==> run_1/wire_density.png <==
The die is cut into 20 by 22 equal tiles; black is low, pale yellow is high, scaled to the fullest tile. Values are wire area over tile area, all layers added.
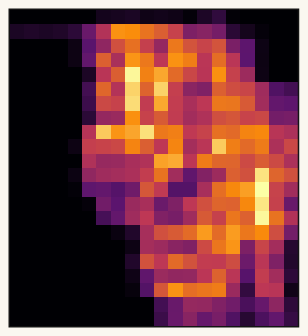
==> run_1/clock_map.png <==
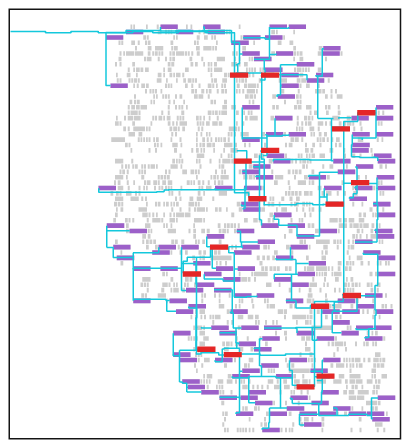
==> run_1/zoom.png <==
Bar = 10 um. Window x 86 to 111, y 52 to 77 um. Cells in grey, sequential cells in the stronger grey; small squares are vias.
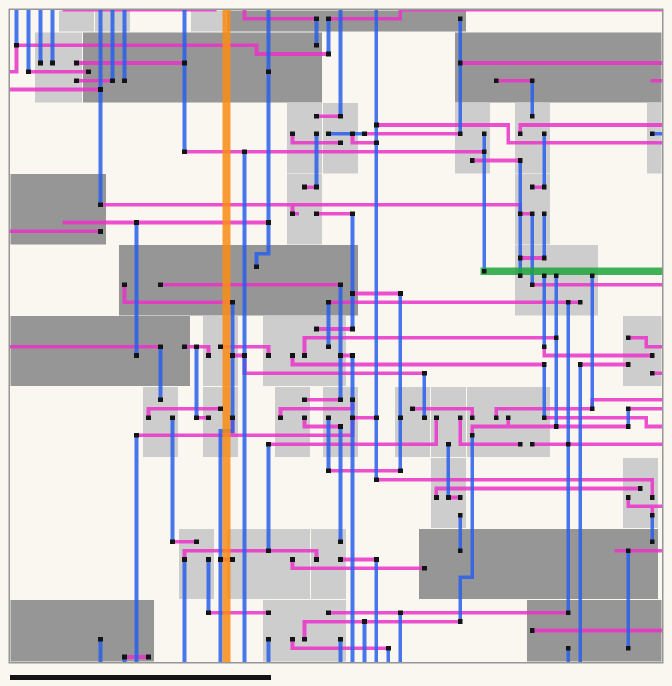
### src/rtl/sbd_sqrt_fp_param.sv
// Parametrised IEEE-754 square root with VAL/RDY handshakes on both sides.
// Radix-2 restoring recurrence, one root bit per cycle, round-to-nearest-even
// (or truncate), special-operand handling, denormal flush, INVALID/INEXACT flags.
module sbd_sqrt_fp_param #(
    parameter int EXP_W    = 8,
    parameter int FRAC_W   = 23,
    parameter int ROUND_EN = 1
) (
    input  logic                      CLK,
    input  logic                      RST_N,
    input  logic [EXP_W+FRAC_W:0]     D_IN,
    input  logic                      VAL_IN,
    output logic                      RDY_IN,
    output logic [EXP_W+FRAC_W:0]     D_OUT,
    output logic [1:0]                FLAGS,
    output logic                      VAL_OUT,
    input  logic                      RDY_OUT
);

    localparam int W  = 1 + EXP_W + FRAC_W;
    localparam int N  = FRAC_W + 2;          // root bits: integer, fraction, guard
    localparam int XW = 2 * N;               // radicand bits consumed by the recurrence
    localparam int RW = N + 2;               // partial remainder width
    localparam int CW = $clog2(N);
    localparam logic [EXP_W:0] BIAS = {2'b00, {(EXP_W-1){1'b1}}};

    typedef enum logic [2:0] {S_IDLE, S_PREP, S_ITER, S_RND, S_OUT} state_t;

    state_t state, state_nxt;

    logic [W-1:0]     op_q;
    logic [XW-1:0]    x_q;
    logic [N-1:0]     q_q;
    logic [RW-1:0]    rem_q;
    logic [CW-1:0]    cnt_q;
    logic [EXP_W-1:0] exp_q;

    // operand classification
    logic               sgn;
    logic [EXP_W-1:0]   ex;
    logic [FRAC_W-1:0]  fr;
    logic               exp_ones, exp_zero, fr_zero;
    logic               is_nan, is_zero, is_den, special;
    logic [W-1:0]       spec_res;
    logic [1:0]         spec_flags;

    // normal-path setup
    logic [EXP_W:0]     e_unb;
    logic [EXP_W-1:0]   res_exp;
    logic [FRAC_W:0]    mant;
    logic [XW-1:0]      x_init;

    // recurrence step
    logic [RW+1:0]      cur, sub;
    logic [RW-1:0]      diff, rem_nxt;
    logic               ge;

    // rounding / packing
    logic               guard, sticky, inc;
    logic [FRAC_W:0]    frac_sum;
    logic [EXP_W-1:0]   exp_r;
    logic [W-1:0]       rnd_res;

    assign sgn      = op_q[W-1];
    assign ex       = op_q[W-2:FRAC_W];
    assign fr       = op_q[FRAC_W-1:0];
    assign exp_ones = &ex;
    assign exp_zero = ~|ex;
    assign fr_zero  = ~|fr;
    assign is_nan   = exp_ones & ~fr_zero;
    assign is_zero  = exp_zero & fr_zero;
    assign is_den   = exp_zero & ~fr_zero;
    assign special  = exp_ones | exp_zero | sgn;

    // Special-case result and flags, first matching case wins
    always_comb begin
        spec_res   = '0;
        spec_flags = '0;
        if (is_nan) begin
            spec_res   = {sgn, {EXP_W{1'b1}}, 1'b1, fr[FRAC_W-2:0]};
            spec_flags = {~fr[FRAC_W-1], 1'b0};
        end else if (is_zero) begin
            spec_res   = op_q;
        end else if (is_den) begin
            spec_res   = {sgn, {(W-1){1'b0}}};
            spec_flags = 2'b01;
        end else if (sgn) begin
            spec_res   = {1'b0, {EXP_W{1'b1}}, 1'b1, {(FRAC_W-1){1'b0}}};
            spec_flags = 2'b10;
        end else if (exp_ones) begin
            spec_res   = op_q;
        end
    end

    // floor(e/2)+bias: the low EXP_W bits of (e >>> 1) are simply e[EXP_W:1]
    assign e_unb   = {1'b0, ex} - BIAS;
    assign res_exp = e_unb[EXP_W:1] + BIAS[EXP_W-1:0];
    assign mant    = {1'b1, fr};
    assign x_init  = e_unb[0] ? {mant, {(FRAC_W+3){1'b0}}}
                              : {1'b0, mant, {(FRAC_W+2){1'b0}}};

    // true difference always fits RW bits when ge, so the subtract is done narrow
    assign cur     = {rem_q, x_q[XW-1 -: 2]};
    assign sub     = {2'b00, q_q, 2'b01};
    assign ge      = (cur >= sub);
    assign diff    = cur[RW-1:0] - sub[RW-1:0];
    assign rem_nxt = ge ? diff : cur[RW-1:0];

    assign guard    = q_q[0];
    assign sticky   = |rem_q;
    assign inc      = (ROUND_EN != 0) & guard;
    assign frac_sum = {1'b0, q_q[N-2:1]} + {{FRAC_W{1'b0}}, inc};
    assign exp_r    = exp_q + {{(EXP_W-1){1'b0}}, frac_sum[FRAC_W]};
    assign rnd_res  = {1'b0, exp_r, frac_sum[FRAC_W-1:0]};

    assign RDY_IN  = (state == S_IDLE);
    assign VAL_OUT = (state == S_OUT);

    // State register
    always_ff @(posedge CLK or negedge RST_N) begin
        if (!RST_N) state <= S_IDLE;
        else        state <= state_nxt;
    end

    // Next-state logic
    always_comb begin
        state_nxt = state;
        case (state)
            S_IDLE: if (VAL_IN) state_nxt = S_PREP;
            S_PREP: state_nxt = special ? S_OUT : S_ITER;
            S_ITER: if (cnt_q == CW'(N-1)) state_nxt = S_RND;
            S_RND:  state_nxt = S_OUT;
            S_OUT:  if (RDY_OUT) state_nxt = S_IDLE;
            default: state_nxt = S_IDLE;
        endcase
    end

    // Operand capture, recurrence and result registers
    always_ff @(posedge CLK or negedge RST_N) begin
        if (!RST_N) begin
            op_q  <= '0;
            x_q   <= '0;
            q_q   <= '0;
            rem_q <= '0;
            cnt_q <= '0;
            exp_q <= '0;
            D_OUT <= '0;
            FLAGS <= '0;
        end else begin
            case (state)
                S_IDLE: if (VAL_IN) op_q <= D_IN;
                S_PREP: begin
                    if (special) begin
                        D_OUT <= spec_res;
                        FLAGS <= spec_flags;
                    end else begin
                        x_q   <= x_init;
                        q_q   <= '0;
                        rem_q <= '0;
                        cnt_q <= '0;
                        exp_q <= res_exp;
                    end
                end
                S_ITER: begin
                    x_q   <= {x_q[XW-3:0], 2'b00};
                    q_q   <= {q_q[N-2:0], ge};
                    rem_q <= rem_nxt;
                    cnt_q <= cnt_q + CW'(1);
                end
                S_RND: begin
                    D_OUT <= rnd_res;
                    FLAGS <= {1'b0, guard | sticky};
                end
                default: ;
            endcase
        end
    end

endmodule
### config.mk
export PLATFORM = sky130hd
export DESIGN_NAME = sbd_sqrt_fp_param
export DESIGN_NICKNAME = d
export VERILOG_FILES = /design/src/rtl/sbd_sqrt_fp_param.sv
export SDC_FILE = /design/constraint.sdc
export NUM_CORES = 1
export LEC_CHECK = 0
export ABC_AREA = 1
export CAP_MARGIN = 30
export CORE_ASPECT_RATIO = 1.1
export CORE_MARGIN = 2
export CORE_UTILIZATION = 25
export DETAILED_ROUTE_END_ITERATION = 16
export DONT_BUFFER_PORTS = 1
export GPL_ROUTABILITY_DRIVEN = 0
export HOLD_SLACK_MARGIN = 0.12
export PLACE_DENSITY = 0.44
export SYNTH_ARGS = -nofsm -noshare
export SYNTH_HDL_FRONTEND = slang
export SYNTH_SLANG_ARGS = --single-unit
### constraint.sdc
create_clock -name CLK -period 3.14 [get_ports CLK]
set_input_delay 0.942 -clock CLK [delete_from_list [all_inputs] [get_ports CLK]]
set_output_delay 0.942 -clock CLK [all_outputs]
set_load 0.02 [all_outputs]
==> deck_impl_summary.md, run 1 <==
Flow Results at a Glance

Global routing
  – GR Util met2: 28.5%
  – Met3 GRT Util: 2.74%
  – GR peak layer: met2
  – Grt ovf: 0

Synth
  – Max-area cell share: between 30% and 40%
  – Yosys Chip Area: 10300 um2
  – Ys flops: 159
  – Yosys cell count: between 1000 and 1500
  – Post-Syn Instances: 1419
  – Distinct cell type count after synthesis: 47
  – Area leader, netlist: dfrtp_1

Final timing
  – Final Max Tran Viols: 0
  – Slew @ Worst Pin: 848 ps
  – Worst setup margin: 544 ps
  – Crit share post-route: 82.7%
  – FMAX: 385 MHz
  – Setup violations, final: 0
  – Hold WS: 183 ps

Floorplanning
  – Full die area: 42700 um2
  – Rows: between 70 and 80
  – Core utilization at floorplan: 25.4%

Setup path
  – Reg-to-reg slack, setup: ~540 ps
  – Worst EP arrival: roughly 2900 ps
  – Crit path cell chain: ha_1, nand3_1, nor3_1, nand4_1, nor4_1, ha_1, ha_1, nand3_1, nor3_1, xor2_1, o21ai_0, nand2_1
  – CP most frequent cell: ha_1
  – Slowest-stage cell, CP: dfrtp_1
  – Worst Path Required: 3470 ps
  – Crit path capture type: flip-flop
  – Max incr delay on CP: between 300 and 400 ps
  – Crit path max fanout: 4

Job
  – MaxCap Viol Count: 0
  – Tool warning count: 31

Clock network
  – Root Driver: clkbuf_16
  – H-tree depth: 4
  – Num CTS Buffers: 17
  – Hold_buf cts: 0

Cells and area
  – Commonest non-fill, non-tap cell in the layout: nand2_1
  – Non-filler instance count after layout: 1935
  – Ratio of cells with drive above 1 in the final layout: 7.74%
  – Most frequent cells in the layout: nand2_1 (418), inv_1 (176), dfrtp_1 (159)
  – Ant diodes: 0

Drt
  – First drt pass iteration count: 5
  – Avg Vias per Cell: 4.73
  – Residual DRC: 0
  – DRT antenna net count: 0

Power and ir drop
  – Leakage: 5.57 nW
  – Top Consumer: combinational cells
  – P_sw: 0.00678 W

Outcome
  – Outcome: finished clean

Worst hold path
  – Hold Crit Class: in2async
-- wire_density.png (at the start) --
- fullest tile: 0.39
- densest ninth of the die: east
- mean over tiles: 0.12
final wirelength: 33.6 mm
Total GRT Usage: 16.4%
Avg WL per Cell: 17.4 um
via count: 9156

-- clock_map.png (at the start) --
- flip-flops: purple (count 159)
- cells driving clock nets: red (count 17)
- clock wires: cyan (length 2520 um)
- routed clock nets: 18
clk pwr: 0.00226 W
Late-Pin Clk Latency: 450 ps
Clk network pwr share: 16.9%
clk_skew: 17.0 ps

-- zoom.png (at the start) --
- met4: orange
- met2: blue
- met3: green
- met1: magenta
- most frequent: nand2_1 (17), dfrtp_1 (7), o221ai_1 (4)
- sequential cells in the window: 7
- netlist names of flops here include: x_q (5)
- cells with their middle in the window: 31

## run 1: metrics by stage
step	utilization, %	power, W	area (um2)
2_1_floorplan	-	0.00924	10300
3_3_place_gp	26.7	0.0112	10800
3_5_place_dp	26.7	0.0112	10800
4_1_cts	28.2	0.0135	11400
5_1_grt	28.2	0.0146	11400
6_report	28.2	0.0134	11400
## run 1: routing by layer
| layer | routed length [um] | vias up |
|---|---|---|
| met2 | 16600 | 158 |
| met4 | 874 | 0 |
| met3 | 1170 | 39 |
| li1 | - | 4602 |
| met1 | 15000 | 4357 |
| met5 | 0 | - |
## run 1: cells by family (layout without fill, tap and decap cells)
family	count (synthesis)	count (layout)	synth area share (%)
simple gates	761	761	32.8
fa+ha+maj	36	36	4.39
flops	159	159	38.8
compound gates	193	193	11.1
buf+inv	237	240	10.1
mux	1	1	0.110
xor+xnor	32	32	2.80
## run 1: state kept, by name, indices dropped and copies added, names as in the netlist
name,cells
exp_q,8
q_q,25
op_q,32
rem_q,27
D_OUT,32
FLAGS,2
cnt_q,5
state,3
x_q,25
## run 1: area by class of cell
type                       instances  area (um2)
multi-input combinational       1023        5250
fill                            4407       29000
sequential                       159        3980
timing repair buffer              18         173
clock buffer                      19         453
inverter                         190         718
clock inverter                    13         176
tap                              513         642
## run 1: worst min-delay path by stage
stage / slack, ps / from / end / depth (start not counted)
detailed placement: 470 / x_q[32] / x_q[32] / 2
CTS: 160 / RST_N / cnt_q[0] / 0
global route: 160 / RST_N / op_q[29] / 0
floorplan: 450 / x_q[46] / x_q[46] / 2
global placement: 470 / x_q[42] / x_q[42] / 2
finish: 180 / RST_N / op_q[29] / 0
--- run 2 (diff from run 1) ---
Clock period 3.14 ns to 2.4 ns, I/O delays scaled along.
==> run_2/gate_families.png <==
Bar = 50 um.
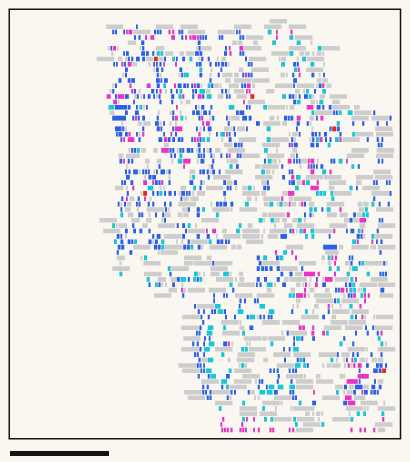
- inverting AOI/OAI gates: cyan (cells 191; most used a21oi_1)
- NAND gates: blue (cells 589; most used nand2_1)
- AND and OR gates: red (cells 5)
- NOR gates: magenta (cells 167; most used nor2_1)
commonest non-fill, non-tap cell in the layout: nand2_1
Comb area share: 44.9%
non-filler instance count after layout: 2005

==> run 2 against run 1 <==
  * The run now ends with hold timing left
  * Area after synthesis did not move
  * First-iteration DRC count rose by 12%
  * Combinational power rose by 43%
  * Largest power group unchanged
==> deck_impl_summary.md, run 2 <==
Flow Results at a Glance

Outcome
  – Outcome: finished with violations (was finished clean)
  – Failing checks: hold timing

Setup path
  – Crit path cell chain: inv_1, ha_1, nand2_1, inv_1, a21oi_2, nand2_1, a21oi_2, nand3_4, buf_4, nor2_1, nor2_1, nand2_1, nand2_1 (was ha_1, nand3_1, nor3_1, nand4_1, nor4_1, ha_1, ha_1, nand3_1, nor3_1, xor2_1, o21ai_0, nand2_1)
  – CP most frequent cell: nand2_1 (was ha_1)

Cells and area
  – Biggest regs: D_OUT: 32 flops, op_q: 32 flops, rem_q: 27 flops (unchanged)
  – Tally of filler cells in the layout: 4369 (was 4407)
  – Most frequent cells in the layout: nand2_1 (415), inv_1 (175), dfrtp_1 (159) (was nand2_1 (418), inv_1 (176), dfrtp_1 (159))
  – Ratio of cells with drive above 1 in the final layout: 13.8% (was 7.74%)

Clock network
  – Num CTS Buffers: 17 (unchanged)
  – Late-Pin Clk Latency: 450 ps (about the same)
  – Root Driver: clkbuf_16 (unchanged)

Final timing
  – Hold WS: -33.3 ps (was 183 ps)
  – Final hold violation count: 74 (was 0)
  – Crit share post-route: 96.0% (was 82.7%)
  – Slew @ Worst Pin: 533 ps (was 848 ps)

Synth
  – Yosys Chip Area: 10300 um2 (unchanged)
  – Ys flops: 159 (unchanged)

Drt
  – Max Used Layer: met4 (unchanged)
  – Avg WL per Cell: 17.0 um (was 17.4 um)
  – Met3 wire len: 1.35 mm (was 1.17 mm)
  – Via count: 9441 (was 9156)
  – Metal2 WL: 16.8 mm (was 16.6 mm)
  – Final wirelength: 34.0 mm (was 33.6 mm)

Power and ir drop
  – Leakage: 5.89 nW (was 5.57 nW)

Job
  – Tool warning count: 34 (was 31)
  – MaxCap Viol Count: 0 (unchanged)

Worst hold path
  – Hold Crit Class: in2async (unchanged)

Floorplanning
  – Core utilization at floorplan: 25.4% (unchanged)

Global routing
  – Total GRT Usage: 16.5% (was 16.4%)
  – Grt ovf: 0 (unchanged)
==> run_2/final_placement.png <==
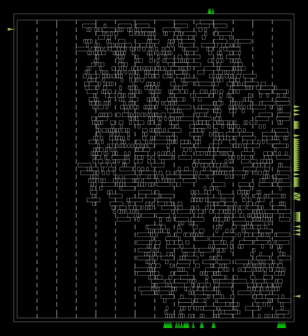
Rows: 77
# Taps: 513
Core ar.: 40400 um2

==> run 2: cells by family (layout without fill, tap and decap cells) <==
family / Yosys count / after routing / synth area share (%)
AND-OR/OR-AND: 193 / 193 / 11.1
adder cells (fa/ha/maj): 36 / 36 / 4.39
flip-flops: 159 / 159 / 38.8
AND/OR/NAND/NOR: 761 / 761 / 32.8
multiplexers: 1 / 1 / 0.110
XOR/XNOR: 32 / 32 / 2.80
buffers and inverters: 237 / 310 / 10.1
==> run 2: layout make-up <==
cell class	instances	area, um2	area share (%)
flip-flops and latches	159	3980	33.0
inverters	190	718	5.96
multi-input cells	1023	5410	44.9
clock inverters	13	128	1.06
well taps	513	642	5.33
clock buffers	19	453	3.76
repair buffers	88	718	5.96
==> run 2: metal layers <==
| metal | GRT usage [%] | vias up |
|---|---|---|
| li1 | - | 4726 |
| met1 | 20.8 | 4503 |
| met2 | 28.8 | 183 |
| met3 | 2.94 | 29 |
| met4 | 4.49 | 0 |
| met5 | 0 | - |
==> run 2: final timing paths <==
| check | end | cells past startpoint | from | slack (ps) |
|---|---|---|---|---|
| hold reg to reg | x_q[37] | 2 | x_q[37] | 480 |
| min in group CLK | op_q[28] | 1 | D_IN[28] | 420 |
| max in group asynchronous | rem_q[25] | 0 | RST_N | 2160 |
| hold / removal | op_q[28] | 0 | RST_N | -30 |
| setup reg to reg | rem_q[17] | 13 | q_q[17] | 90 |
| setup / recovery | rem_q[17] | 13 | q_q[17] | 90 |
==> run 2: per-stage QoR <==
step,total power (W),hold slack (ps),worst slack [ps]
floorplan,0.0121,424,46.4
global placement,0.0152,428,-84.1
detailed placement,0.0153,428,-59.8
CTS,0.0181,-54.7,33.9
global route,0.0199,-63.9,-77.0
finish,0.0182,-33.3,94.9
No activity file was given, so power comes from the tool's default toggle rates.
